==> config.mk <==
export PLATFORM = sky130hd
export DESIGN_NAME = mcpu_ctrl
export DESIGN_NICKNAME = d
export VERILOG_FILES = /design/src/rtl/mcpu_pkg.sv /design/src/rtl/mcpu_ctrl_dec.sv /design/src/rtl/mcpu_ctrl.sv
export SDC_FILE = /design/constraint.sdc
export NUM_CORES = 1
export LEC_CHECK = 0
export CAP_MARGIN = 25
export CORE_MARGIN = 2
export CORE_UTILIZATION = 50
export CTS_CLUSTER_SIZE = 30
export DETAILED_ROUTE_END_ITERATION = 12
export PLACE_DENSITY = 0.85
export SETUP_SLACK_MARGIN = 0.05
export SYNTH_ARGS = -nofsm -noshare
export SYNTH_HDL_FRONTEND = slang
export SYNTH_SLANG_ARGS = --single-unit
==> constraint.sdc <==
create_clock -name clk -period 2.74 [get_ports clk]
set_input_delay 0.822 -clock clk [delete_from_list [all_inputs] [get_ports clk]]
set_output_delay 0.822 -clock clk [all_outputs]
set_load 0.03 [all_outputs]
Fig. 1: metal 1
(6 px per um) Supply wires on this layer in gray.
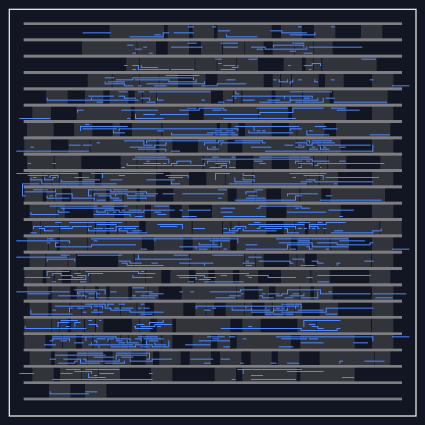
- share of all routed wire: 44%
- nets with wire on the layer: 233
- main direction: horizontal
- longest straight run: 24.4 um
- wire length on this layer: 1940 um
total vias in the final route: 1743
global routing usage on met1: 0.279
final routed wirelength across all metal layers: 4430 um

Fig. 2: metal 2
(6 px per um)
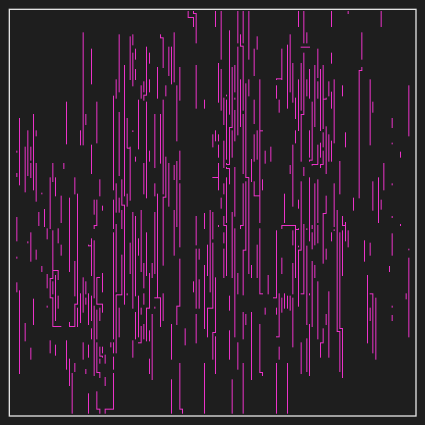
- main direction: vertical
- wire length on this layer: 2160 um
- nets with wire on the layer: 245
met2 track demand over resource: 0.346

==> impl_metrics.json <==
{
  "largestClassByArea": "multi-input combinational cells",
  "finalNonFillerCells": 321,
  "clock_root_buffer": "sky130_fd_sc_hd__clkbuf_8",
  "worstRegToRegCells": 5,
  "synth.top_cells.by_count": "sky130_fd_sc_hd__dfrtp_1, sky130_fd_sc_hd__nor2_1, sky130_fd_sc_hd__xor2_1",
  "fillerInstances": 317,
  "num_antenna_cells": 0,
  "signal_buffer_area_fraction": 0.237,
  "critPathMaxStageDelay_ns": 0.48,
  "standard_cell_rows": 23,
  "port_buffers": 61,
  "run_status": "finished clean",
  "min-delay-path-class": "flop to flop",
  "grt_pass1_vias": 1611,
  "drtIter0Drc": 105,
  "maxSlewViolCount": 0,
  "placed_cells": 314,
  "yosys_cells": 204,
  "max-clock-path-buffers": 2,
  "non_clock_buffer_count": 67,
  "netlist_top_cells_area": "sky130_fd_sc_hd__dfrtp_1, sky130_fd_sc_hd__xor2_1, sky130_fd_sc_hd__xnor2_1",
  "fin_util": 0.711,
  "sh_seq_area": 0.322,
  "boundaryPins": 62,
  "worstPathCellList": "nand2b_1, nor2_1, or2_2, dlygate4sd2_1",
  "core_area_mm2": 0.00394,
  "timing.critical_path.depth": 4,
  "design_area_mm2": 0.00280,
  "finalPower_mw": 0.958,
  "layout_min_cycle_time_ns": 2.55,
  "postSynthAreaPerCell_um2": 9.90,
  "clkLatencyLatePin_ns": 0.28,
  "final_layout_top_logic_cell": "sky130_fd_sc_hd__clkdlybuf4s50_1",
  "synth.net_count": 215,
  "synth_top_cell_by_area": "sky130_fd_sc_hd__dfrtp_1"
}
==> report_power, final <==
part | internal, mW | switching (mW) | total (mW)
clock | 0.224 | 0.172 | 0.395
combinational | 0.0146 | 0.0165 | 0.0312
sequential | 0.531 | 0 | 0.531
==> kinds of logic (layout without fill, tap and decap cells) <==
kind of cell	count (synthesis)	count (layout)	share of synthesized area
adder cells (fa/ha/maj)	1	1	0.00619
buffers and inverters	16	83	0.0396
flip-flops	36	36	0.446
AND/OR/NAND/NOR	97	97	0.276
XOR/XNOR	32	32	0.139
multiplexers	2	2	0.0105
AND-OR/OR-AND	20	20	0.0824
==> metal layers <==
metal / part of all wire / wire (um) / track usage
met3: 0.056 / 246 / 0.0533
met4: 0.016 / 72 / 0.0740
met1: 0.44 / 1940 / 0.279
met5: 0 / 0 / 0
met2: 0.49 / 2160 / 0.346
